==> config.mk <==
export PLATFORM = sky130hd
export DESIGN_NAME = btb_pred
export DESIGN_NICKNAME = d
export VERILOG_FILES = /design/src/rtl/btb_pred.sv
export SDC_FILE = /design/constraint.sdc
export NUM_CORES = 2
export LEC_CHECK = 0
export ABC_AREA = 1
export CAP_MARGIN = 0
export CORE_MARGIN = 2
export CORE_UTILIZATION = 40
export CTS_BUF_LIST = sky130_fd_sc_hd__clkbuf_4 sky130_fd_sc_hd__clkbuf_8
export CTS_CLUSTER_SIZE = 8
export DETAILED_ROUTE_END_ITERATION = 12
export PLACE_DENSITY = 0.62
export SLEW_MARGIN = 20
export SYNTH_ARGS = -nofsm -noshare
export SYNTH_HDL_FRONTEND = slang
export SYNTH_SLANG_ARGS = --single-unit
export TNS_END_PERCENT = 10
==> constraint.sdc <==
create_clock -name clk -period 3.6 [get_ports clk]
set_input_delay 0.72 -clock clk [delete_from_list [all_inputs] [get_ports clk]]
set_output_delay 0.72 -clock clk [all_outputs]
set_load 0.02 [all_outputs]
==> src/rtl/btb_pred.sv <==
// btb_pred: N-way fully-associative branch target buffer with per-entry
// saturating direction counters.
//
// Fetch looks up lkp_pc_i and gets a registered prediction one cycle later.
// The branch unit trains the buffer with resolved branches (upd_*). flush_i
// invalidates every entry and rewinds the replacement pointer.
//
// Ports:
//   clk, reset        rising-edge clock, synchronous active-high reset
//   flush_i           invalidate all entries
//   lkp_v_i/lkp_pc_i  lookup request
//   pred_v_o          prediction valid (hit on previous cycle's lookup)
//   pred_taken_o      predicted taken (counter MSB)
//   pc_pred_o         predicted target, low PC_LSB bits zero
//   upd_v_i/upd_pc_i/upd_target_i/upd_taken_i  resolved branch update
//
// Optional macro PRED_BYPASS_EN: a lookup that matches a same-cycle update
// returns post-update state instead of pre-update state.
module btb_pred #(
  parameter int unsigned PRED_SIZE = 8,
  parameter int unsigned CNT_W     = 2,
  parameter int unsigned PC_LSB    = 2,
  parameter int unsigned XLEN      = 32
) (
  input  logic            clk,
  input  logic            reset,
  input  logic            flush_i,
  input  logic            lkp_v_i,
  input  logic [XLEN-1:0] lkp_pc_i,
  output logic            pred_v_o,
  output logic            pred_taken_o,
  output logic [XLEN-1:0] pc_pred_o,
  input  logic            upd_v_i,
  input  logic [XLEN-1:0] upd_pc_i,
  input  logic [XLEN-1:0] upd_target_i,
  input  logic            upd_taken_i
);

  localparam int unsigned TAG_W = XLEN - PC_LSB;
  localparam int unsigned PTR_W = $clog2(PRED_SIZE);
  localparam logic [CNT_W-1:0] CNT_WNT  = CNT_W'((1 << (CNT_W - 1)) - 1);
  localparam logic [CNT_W-1:0] CNT_WT   = CNT_W'(1 << (CNT_W - 1));
  localparam logic [CNT_W-1:0] CNT_MAX  = '1;
  localparam logic [PTR_W-1:0] PTR_LAST = PTR_W'(PRED_SIZE - 1);

  logic             valid_q [PRED_SIZE];
  logic [TAG_W-1:0] tag_q   [PRED_SIZE];
  logic [TAG_W-1:0] tgt_q   [PRED_SIZE];
  logic [CNT_W-1:0] cnt_q   [PRED_SIZE];
  logic [PTR_W-1:0] rptr_q;

  logic [TAG_W-1:0] lkp_tag_c, upd_tag_c, upd_tgt_c;
  logic             lkp_hit_c, upd_hit_c, free_v_c;
  logic [PTR_W-1:0] lkp_idx_c, upd_idx_c, free_idx_c, victim_c;
  logic [CNT_W-1:0] cnt_upd_c;
  logic             pv_c, pt_c;
  logic [TAG_W-1:0] ptgt_c;
  logic             lsb_unused;

  assign lkp_tag_c  = lkp_pc_i[XLEN-1:PC_LSB];
  assign upd_tag_c  = upd_pc_i[XLEN-1:PC_LSB];
  assign upd_tgt_c  = upd_target_i[XLEN-1:PC_LSB];
  assign lsb_unused = ^{lkp_pc_i[PC_LSB-1:0], upd_pc_i[PC_LSB-1:0],
                        upd_target_i[PC_LSB-1:0]};

  // Tag match for lookup and update, plus lowest free slot; descending loops
  // leave the lowest matching index as the winner.
  always_comb begin
    lkp_hit_c  = 1'b0;
    lkp_idx_c  = '0;
    upd_hit_c  = 1'b0;
    upd_idx_c  = '0;
    free_v_c   = 1'b0;
    free_idx_c = '0;
    for (int i = int'(PRED_SIZE) - 1; i >= 0; i--) begin
      if (valid_q[i] && (tag_q[i] == lkp_tag_c)) begin
        lkp_hit_c = 1'b1;
        lkp_idx_c = PTR_W'(i);
      end
      if (valid_q[i] && (tag_q[i] == upd_tag_c)) begin
        upd_hit_c = 1'b1;
        upd_idx_c = PTR_W'(i);
      end
      if (!valid_q[i]) begin
        free_v_c   = 1'b1;
        free_idx_c = PTR_W'(i);
      end
    end
  end

  assign victim_c = free_v_c ? free_idx_c : rptr_q;

  // Saturating counter step for an update that hits.
  always_comb begin
    cnt_upd_c = cnt_q[upd_idx_c];
    if (upd_taken_i && (cnt_q[upd_idx_c] != CNT_MAX)) begin
      cnt_upd_c = cnt_q[upd_idx_c] + CNT_W'(1);
    end else if (!upd_taken_i && (cnt_q[upd_idx_c] != '0)) begin
      cnt_upd_c = cnt_q[upd_idx_c] - CNT_W'(1);
    end
  end

  // Prediction from current state, optionally overridden by a same-PC update.
  always_comb begin
    pv_c   = lkp_hit_c;
    pt_c   = lkp_hit_c & cnt_q[lkp_idx_c][CNT_W-1];
    ptgt_c = lkp_hit_c ? tgt_q[lkp_idx_c] : '0;
`ifdef PRED_BYPASS_EN
    if (upd_v_i && !flush_i && (upd_tag_c == lkp_tag_c)) begin
      if (upd_hit_c) begin
        pv_c   = 1'b1;
        pt_c   = cnt_upd_c[CNT_W-1];
        ptgt_c = upd_taken_i ? upd_tgt_c : tgt_q[upd_idx_c];
      end else if (upd_taken_i) begin
        pv_c   = 1'b1;
        pt_c   = 1'b1;
        ptgt_c = upd_tgt_c;
      end else begin
        pv_c   = 1'b0;
        pt_c   = 1'b0;
        ptgt_c = '0;
      end
    end
`endif
  end

  // Entry state, replacement pointer and registered prediction.
  always_ff @(posedge clk) begin
    if (reset) begin
      for (int i = 0; i < int'(PRED_SIZE); i++) begin
        valid_q[i] <= 1'b0;
        tag_q[i]   <= '0;
        tgt_q[i]   <= '0;
        cnt_q[i]   <= CNT_WNT;
      end
      rptr_q       <= '0;
      pred_v_o     <= 1'b0;
      pred_taken_o <= 1'b0;
      pc_pred_o    <= '0;
    end else begin
      pred_v_o     <= lkp_v_i & pv_c;
      pred_taken_o <= lkp_v_i & pt_c;
      pc_pred_o    <= lkp_v_i ? {ptgt_c, {PC_LSB{1'b0}}} : '0;
      if (flush_i) begin
        for (int i = 0; i < int'(PRED_SIZE); i++) begin
          valid_q[i] <= 1'b0;
        end
        rptr_q <= '0;
      end else if (upd_v_i) begin
        if (upd_hit_c) begin
          cnt_q[upd_idx_c] <= cnt_upd_c;
          if (upd_taken_i) begin
            tgt_q[upd_idx_c] <= upd_tgt_c;
          end
        end else if (upd_taken_i) begin
          valid_q[victim_c] <= 1'b1;
          tag_q[victim_c]   <= upd_tag_c;
          tgt_q[victim_c]   <= upd_tgt_c;
          cnt_q[victim_c]   <= CNT_WT;
          // Pointer moves only when it supplied the victim (table full).
          if (!free_v_c) begin
            rptr_q <= (rptr_q == PTR_LAST) ? '0 : rptr_q + PTR_W'(1);
          end
        end
      end
    end
  end

endmodule

### Routed metal, one color a layer

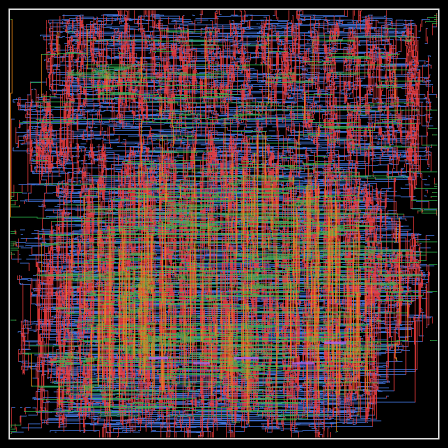
legend:
  metal 2:
    color: red
    wire_length: 61.7 mm
  metal 4:
    color: orange
    wire_length: 7660 µm
  metal 1:
    color: blue
    wire_length: 61.4 mm
  metal 3:
    color: green
    wire_length: 18400 µm
  metal 5:
    color: purple
    wire_length: 60.7 µm
DR WL/cell: 26.4 µm
vias: 31.3k
overall routing resource usage: 36.9%
final wirelength: 149 mm

### Routed clock nets over the placement

Bar = 100 µm.
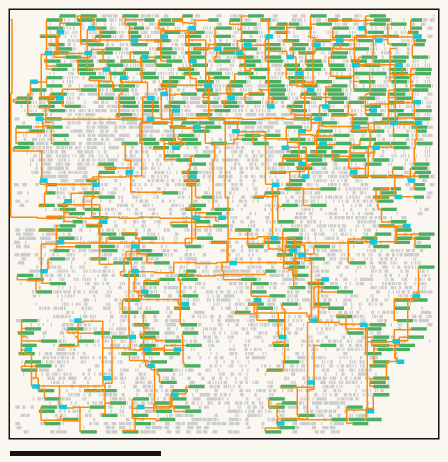
legend:
  clock wires:
    color: orange
    length: 8460 µm
  flip-flops:
    color: green
    count: 539
  clock drivers:
    color: cyan
    count: 97
flops lie: all over the die
clock share of power: 39.1%
clock network power: 6.17 mW
Late-Pin Clk Latency: 0.78 ns
clock skew: 0.0546 ns

### Track usage over the die

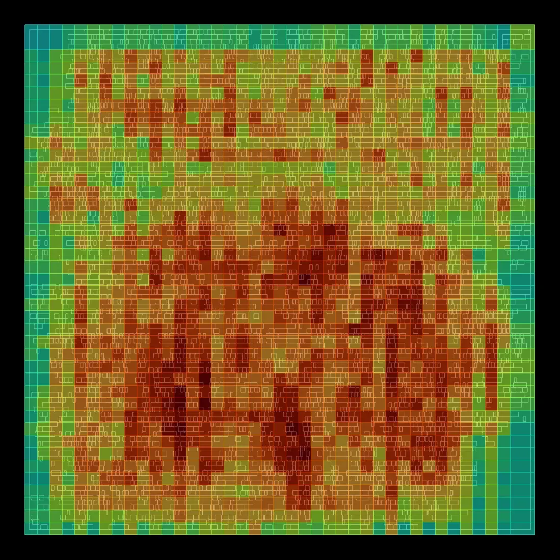
Core Util, Final: 54.3%
gr busiest metal: met2

### Supply network

Bar = 100 µm. Pins as bars on the die edge.
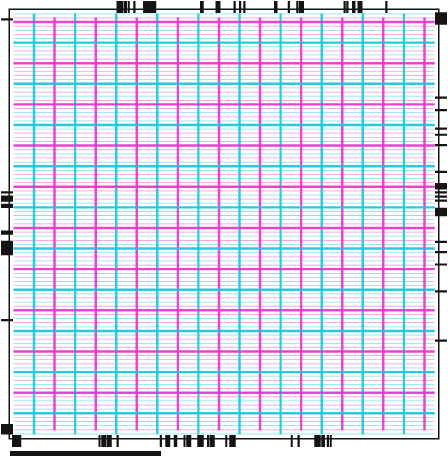
legend:
  VSS:
    color: cyan
  VDD:
    color: magenta
met1 rails: 103
met5 straps: 20
VDD IR max: 0.248 mV
chip width: 283 µm

==> results.cfg <==
; synthesis and place-and-route metrics
[status]
status = complete, but fails checks
violations = setup timing

[yosys]
yosys_cells = 3765
synth_cell_type_count = 54
synth_cells = 3765
syn_area_um2 = 31100
most_common_cell = nor2_1
synth-main-ff-cell = edfxtp_1
ys_area_um2 = 31100
ys.flops = 539
ys_seq_share_pct = 50.7
async_reset_ff_share_pct = 0

[die]
fp_util_pct = 40.2
num_rows = 102
io_pins = 136
coreArea_um2 = 77200

[clock_network]
cts_root_buf = clkbuf_8
hold_buffers = 0
clk_pin_slew_worst_paths_ns = 0.06
numCtsBuffers = 97

[route]
postRouteAntennaNets = 0
drc = 0
drtPass1Iterations = 6
drt_iter0_drc = 4387

[job]
tool_warnings = 34
drv_cap = 0

[placement]
pre_cts_slack_ns = -1.02
hpwlAfterDp_mm = 113
place_inst = 5453
portBuffers = 127

[cells_and_area]
insertedDiodeCount = 7
layout.nonclk_buf_share_pct = 19.7
comb_area_um2 = 12700
flop_area_um2 = 15800
syn_to_final_growth_pct = 34.9
num-fill-cells = 7220
fin_nets = 4630
comb_share_pct = 30.4
inverters = 478
comb.multi_input.count = 2546
n_clock_buffer = 135
layout.cells.non_filler = 5655
clockNetworkAreaShare_pct = 4.83

[critical_path]
required_ns = 4.24
crit_fanout = 14
cp.arrival_ns = 4.25
path_class = input port to register
rr_endpoint = cnt_q[5][0]
startpoint = lkp_pc_i[25]

[final_timing]
drv_slew = 0
finalCriticalPeriod_ns = 3.61
rsz0062_at_grt = true
worst_pin_slew_ns = 0.682
hold_viol_final = 0
layout_setup_ws_ns = -0.0142
slew_headroom_pct = 54.1
final-setup-viol-count = 1

[worst_hold_path]
holdPathStages = 4
min_path_type = input port to register
min_from = upd_pc_i[29]

[global_routing]
grt_pass1_vias = 29101
antenna_found_initial = 5
grt_pass1_wl_mm = 208

[power_and_ir_drop]
finalPower_mw = 15.8
-- layout by cell type, fill, tap and decap left out, types with 33 or more instances in the layout --
cell,netlist,layout
nor2_1,784,764
clkdlybuf4s50_1,0,110
buf_12,1,104
edfxtp_1,496,496
xor2_1,56,54
clkbuf_8,0,105
dfxtp_1,43,43
nand3b_1,72,72
xnor2_1,84,76
nor4_1,47,42
nand4_1,91,91
nand2_1,771,740
nor3_1,40,35
inv_2,38,33
o22ai_1,111,111
nand3_1,235,226
inv_1,437,435
o21ai_0,98,94
buf_4,27,605
nand2_2,9,33
-- power by group --
part	switching (mW)	internal (mW)
combinational	1.45	0.971
clock	2.91	3.27
sequential	0.164	7.02
total	4.52	11.3
-- cells by family after synthesis --
logic type | synth area share, %
simple gates | 30.0
buf+inv | 9.67
other cells | 0.0121
flops | 50.7
compound gates | 5.48
xor+xnor | 3.95
fa+ha+maj | 0.161
-- registers in the layout (all words and copies together) (netlist names) --
register	count
cnt_q	16
pred_taken_o	1
rptr_q	3
valid_q	8
pc_pred_o	30
tgt_q	240
pred_v_o	1
tag_q	240
-- worst max-delay path, stage by stage --
cell	delay, ns
clkdlybuf4s50_1	0.50
inv_1	0.21
buf_12	0.15
o22ai_1	0.08
nor4_2	0.36
buf_4	0.17
nand2_1	0.04
nor2_1	0.29
nand2_1	0.26
nand2_1	0.12
nand2_1	0.07
nand2_1	0.06
nand2_1	0.13
nand2_4	0.11
buf_4	0.18
buf_4	0.23
nand3b_1	0.10
nand3_1	0.09
nand2_1	0.06
nor2_1	0.21
nor2_1	0.09
-- metal layers --
metal  vias to the layer above  global-route usage, %  wire (µm)
met2                      2028                   53.7      61700
met4                        10                   16.2       7660
li1                      13971                      -          -
met3                       407                   8.55      18400
met5                         -                      0         60
met1                     14918                   52.3      61400
Power is estimated from default activity; no workload was simulated.
